## src/rtl/sap_control_seq.sv

```systemverilog
// Fetch/decode/execute T-state sequencer for the 16-bit SAP datapath.
// Optional retired-instruction counter enabled by defining SAP_CTRL_INSTR_COUNT_EN.
module sap_control_seq #(
  parameter int OPC_W  = 4
`ifdef SAP_CTRL_INSTR_COUNT_EN
  , parameter int ICNT_W = 16
`endif
) (
  input  logic             clk,
  input  logic             rst,
  input  logic             run,
  input  logic [OPC_W-1:0] ir_opcode,
  input  logic             zero_flag,
  output logic             pc_out,
  output logic             pc_inc,
  output logic             pc_load,
  output logic             mar_load,
  output logic             mem_out,
  output logic             mem_write,
  output logic             ir_load,
  output logic             ir_out,
  output logic             acc_write,
  output logic             acc_lower_write,
  output logic             acc_out,
  output logic             b_load,
  output logic             alu_out,
  output logic             alu_sub,
  output logic             out_load,
  output logic             halted
`ifdef SAP_CTRL_INSTR_COUNT_EN
  , output logic [ICNT_W-1:0] instr_count
`endif
);

  localparam logic [2:0] S_F0   = 3'd0;
  localparam logic [2:0] S_F1   = 3'd1;
  localparam logic [2:0] S_E0   = 3'd2;
  localparam logic [2:0] S_E1   = 3'd3;
  localparam logic [2:0] S_E2   = 3'd4;
  localparam logic [2:0] S_HALT = 3'd5;

  localparam logic [3:0] OP_LDA = 4'h1;
  localparam logic [3:0] OP_ADD = 4'h2;
  localparam logic [3:0] OP_SUB = 4'h3;
  localparam logic [3:0] OP_STA = 4'h4;
  localparam logic [3:0] OP_LDI = 4'h5;
  localparam logic [3:0] OP_JMP = 4'h6;
  localparam logic [3:0] OP_JZ  = 4'h7;
  localparam logic [3:0] OP_OUT = 4'hE;
  localparam logic [3:0] OP_HLT = 4'hF;

  logic [2:0] state, state_nxt;

  always_comb begin
    state_nxt = state;
    case (state)
      S_F0: state_nxt = S_F1;
      S_F1: state_nxt = S_E0;
      S_E0: begin
        case (ir_opcode)
          OP_LDA, OP_ADD, OP_SUB, OP_STA: state_nxt = S_E1;
          OP_HLT:                         state_nxt = S_HALT;
          default:                        state_nxt = S_F0;
        endcase
      end
      S_E1:   state_nxt = (ir_opcode == OP_ADD || ir_opcode == OP_SUB) ? S_E2 : S_F0;
      S_E2:   state_nxt = S_F0;
      S_HALT: state_nxt = S_HALT;
      default: state_nxt = S_F0;
    endcase
  end

  always_ff @(posedge clk) begin
    if (rst)      state <= S_F0;
    else if (run) state <= state_nxt;
  end

  assign halted = (state == S_HALT);

  // Strobes are a pure decode; stalled or reset cycles drive nothing so a
  // resumed step re-issues exactly once.
  always_comb begin
    pc_out          = 1'b0;
    pc_inc          = 1'b0;
    pc_load         = 1'b0;
    mar_load        = 1'b0;
    mem_out         = 1'b0;
    mem_write       = 1'b0;
    ir_load         = 1'b0;
    ir_out          = 1'b0;
    acc_write       = 1'b0;
    acc_lower_write = 1'b0;
    acc_out         = 1'b0;
    b_load          = 1'b0;
    alu_out         = 1'b0;
    alu_sub         = 1'b0;
    out_load        = 1'b0;
    if (!rst && run) begin
      case (state)
        S_F0: begin
          pc_out   = 1'b1;
          mar_load = 1'b1;
        end
        S_F1: begin
          mem_out = 1'b1;
          ir_load = 1'b1;
          pc_inc  = 1'b1;
        end
        S_E0: begin
          case (ir_opcode)
            OP_LDA, OP_ADD, OP_SUB, OP_STA: begin
              ir_out   = 1'b1;
              mar_load = 1'b1;
            end
            OP_LDI: begin
              ir_out          = 1'b1;
              acc_lower_write = 1'b1;
            end
            OP_JMP: begin
              ir_out  = 1'b1;
              pc_load = 1'b1;
            end
            OP_JZ: begin
              ir_out  = 1'b1;
              pc_load = zero_flag;
            end
            OP_OUT: begin
              acc_out  = 1'b1;
              out_load = 1'b1;
            end
            default: ;
          endcase
        end
        S_E1: begin
          case (ir_opcode)
            OP_LDA: begin
              mem_out   = 1'b1;
              acc_write = 1'b1;
            end
            OP_ADD, OP_SUB: begin
              mem_out = 1'b1;
              b_load  = 1'b1;
            end
            OP_STA: begin
              acc_out   = 1'b1;
              mem_write = 1'b1;
            end
            default: ;
          endcase
        end
        S_E2: begin
          if (ir_opcode == OP_ADD || ir_opcode == OP_SUB) begin
            alu_out   = 1'b1;
            acc_write = 1'b1;
            alu_sub   = (ir_opcode == OP_SUB);
          end
        end
        default: ;
      endcase
    end
  end

`ifdef SAP_CTRL_INSTR_COUNT_EN
  // An instruction retires when execute hands back to fetch; HLT goes to HALT instead.
  always_ff @(posedge clk) begin
    if (rst)
      instr_count <= '0;
    else if (run && state_nxt == S_F0 && (state == S_E0 || state == S_E1 || state == S_E2))
      instr_count <= instr_count + ICNT_W'(1);
  end
`endif

endmodule

```

## config.mk

```make
export PLATFORM = sky130hd
export DESIGN_NAME = sap_control_seq
export DESIGN_NICKNAME = d
export VERILOG_FILES = /design/src/rtl/sap_control_seq.sv
export SDC_FILE = /design/constraint.sdc
export NUM_CORES = 1
export LEC_CHECK = 0
export CORE_AREA = 8 8 45 47
export DETAILED_ROUTE_END_ITERATION = 10
export DIE_AREA = 0 0 53 55
export GPL_TIMING_DRIVEN = 0
export PLACE_DENSITY = 0.72
export SKIP_LAST_GASP = 1
export SLEW_MARGIN = 25
export SYNTH_ARGS = -nofsm -noshare
export SYNTH_HDL_FRONTEND = slang
export SYNTH_SLANG_ARGS = --single-unit
```

## constraint.sdc

```tcl
create_clock -name clk -period 1.5 [get_ports clk]
set_input_delay 0.225 -clock clk [delete_from_list [all_inputs] [get_ports clk]]
set_output_delay 0.225 -clock clk [all_outputs]
set_load 0.02 [all_outputs]
```

==> changes_impl.md <==
### Metrics

* CP Cell Sequence: and4bb_2, nand3b_1, buf_4, nor3_2, buf_4
* Top Registers: state x3
* Cts hold-fix bufs at 0
* Initial antenna violation count at 0
* Nets@finish at 124
* Routed Antenna Nets at 0
* Logic area at 451.7 um^2
* # rows at 14
* Final hold vios at 0
* Worst path bufs/invs at 2
* Die y size at 55 um
* H-tree depth at 1
* IO buf count at 22
* N_diodes at 0
* DR pass1 iterations at 4
* YS chip area at 460.4 um^2
* Max Used Layer: met4
* MUX area fraction at 0%
* Crit path from: state[2]$_SDFFE_PP0P_
* CTS Buf Count at 3
* XOR/XNOR Fraction of Synth Area at 0%
* Largest Register: state
* Failing checks: setup timing
* Largest Pwr Group: combinational cells
* Crit Path Max Fanout at 3
* R2R Path Start: state[0]$_SDFFE_PP0P_
* Wire length on met3 at 221 um
* Largest net degree at the start of global routing at 11
* Worst-path clk slew at 0.05 ns
* Count of different cell masters after synthesis at 33
* Yosys cell count at 66
* DRT iter0 DRCs at 20
* Min setup slack post-route at -0.1902 ns
* Leakage at 0.4421 nW
* Sw power at 0.0001601 W
* Synth-to-Final Area Change at 121.5%
* Setup TNS at -1.797 ns
* Worst Hold Class: in2reg
* Seq pwr share at 19.2%
* Multi-input gate count at 55
* Most frequent cells in the layout: buf_4, buf_6, nand2b_1, clkbuf_4, nand2_1
* Worst path depth at 5
* Ys flops at 3
* Cell taking the most area after synthesis: dfxtp_1
* Hold depth at 2
* Comb power frac at 47.7%
* Post-Synthesis Cells at 66
* TritonCTS clock tree: done
* Worst path max stage delay at 0.33 ns
* Placeable Area at 1384 um^2
* Total number of yosys warnings at 0
* Synth Area in Simple Gates at 60.05%
* Synth async-reset ratio at 0%
* Maximum buffer depth of the clock tree at 2
* Hold wc startpoint: rst
* Final Max Slew Viols at 0
* Post_cts resized at 122
* Core Util at FP at 33.27%
* Drt drc at 0
* Clock power share at 33.1%
* Sequential fraction of the synthesis area at 13.04%
* Dpl cells at 104
* # Taps at 16
* CP Capture Type: output pin
* Flop count at 3
* Worst Path Required at 1.27 ns
* Critical Path Sink: pc_load
* Non-clock buffer share at 44.05%
* Via density at 5.656
* CP dominant cell by count: buf_4
* OpenROAD warnings at 29
* Post-place setup slack at -1.067 ns
* Synth cell count leaders: nand2_1, nor3_1, nand2b_1
* Setup violations, final at 15
* Top cell excl fill/tap: buf_4
* Crit Path Class: reg2out
* Status: finished, violations left
* Inverters at 2
* Layout clock buffer count at 4
The metal 1 layer:
Cells faint in the background.
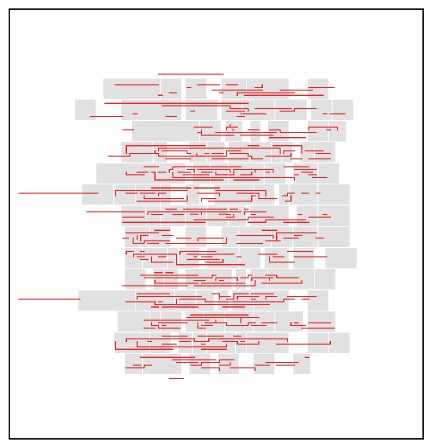
share of all routed wire: 42%
main direction: horizontal
wire length on this layer: 901 um
longest straight run: 18.4 um
nets with wire on the layer: 112
via count: 741
total wire length: 2161 um
M1 GR Usage: 16.06%

Met2 routing:
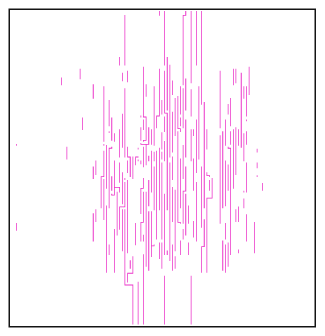
main direction: vertical
longest straight run: 18.5 um
GRT met2 Usage: 22.66%

M3 wires:
Cells faint in the background.
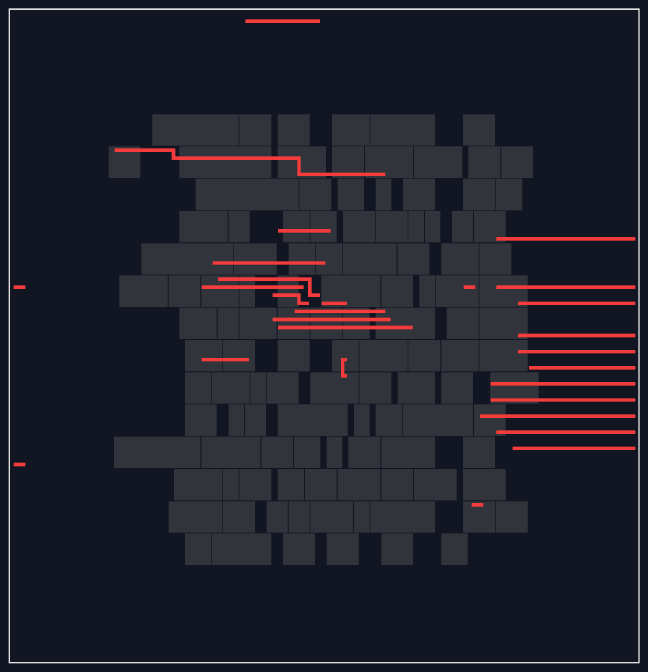
nets with wire on the layer: 26
main direction: horizontal
longest straight run: 12.8 um
M3 GR Usage: 5.348%

Routing congestion:
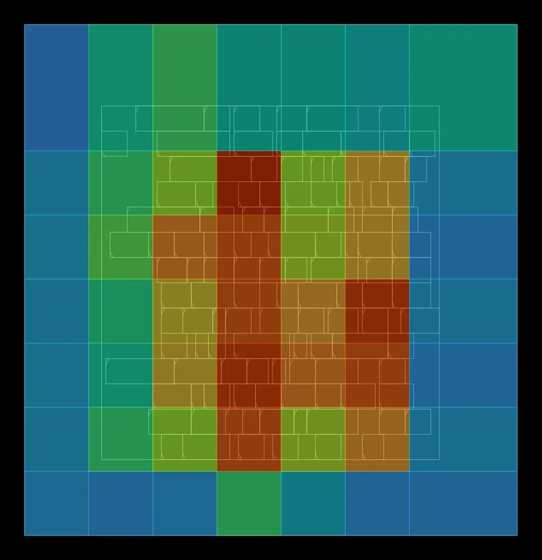
utilization after layout: 73.69%
total track usage: 13.37%
busiest layer in global routing: met2
routed length per instance: 16.50 um

Power figures rest on the tool's default switching activity, not on a simulated workload.
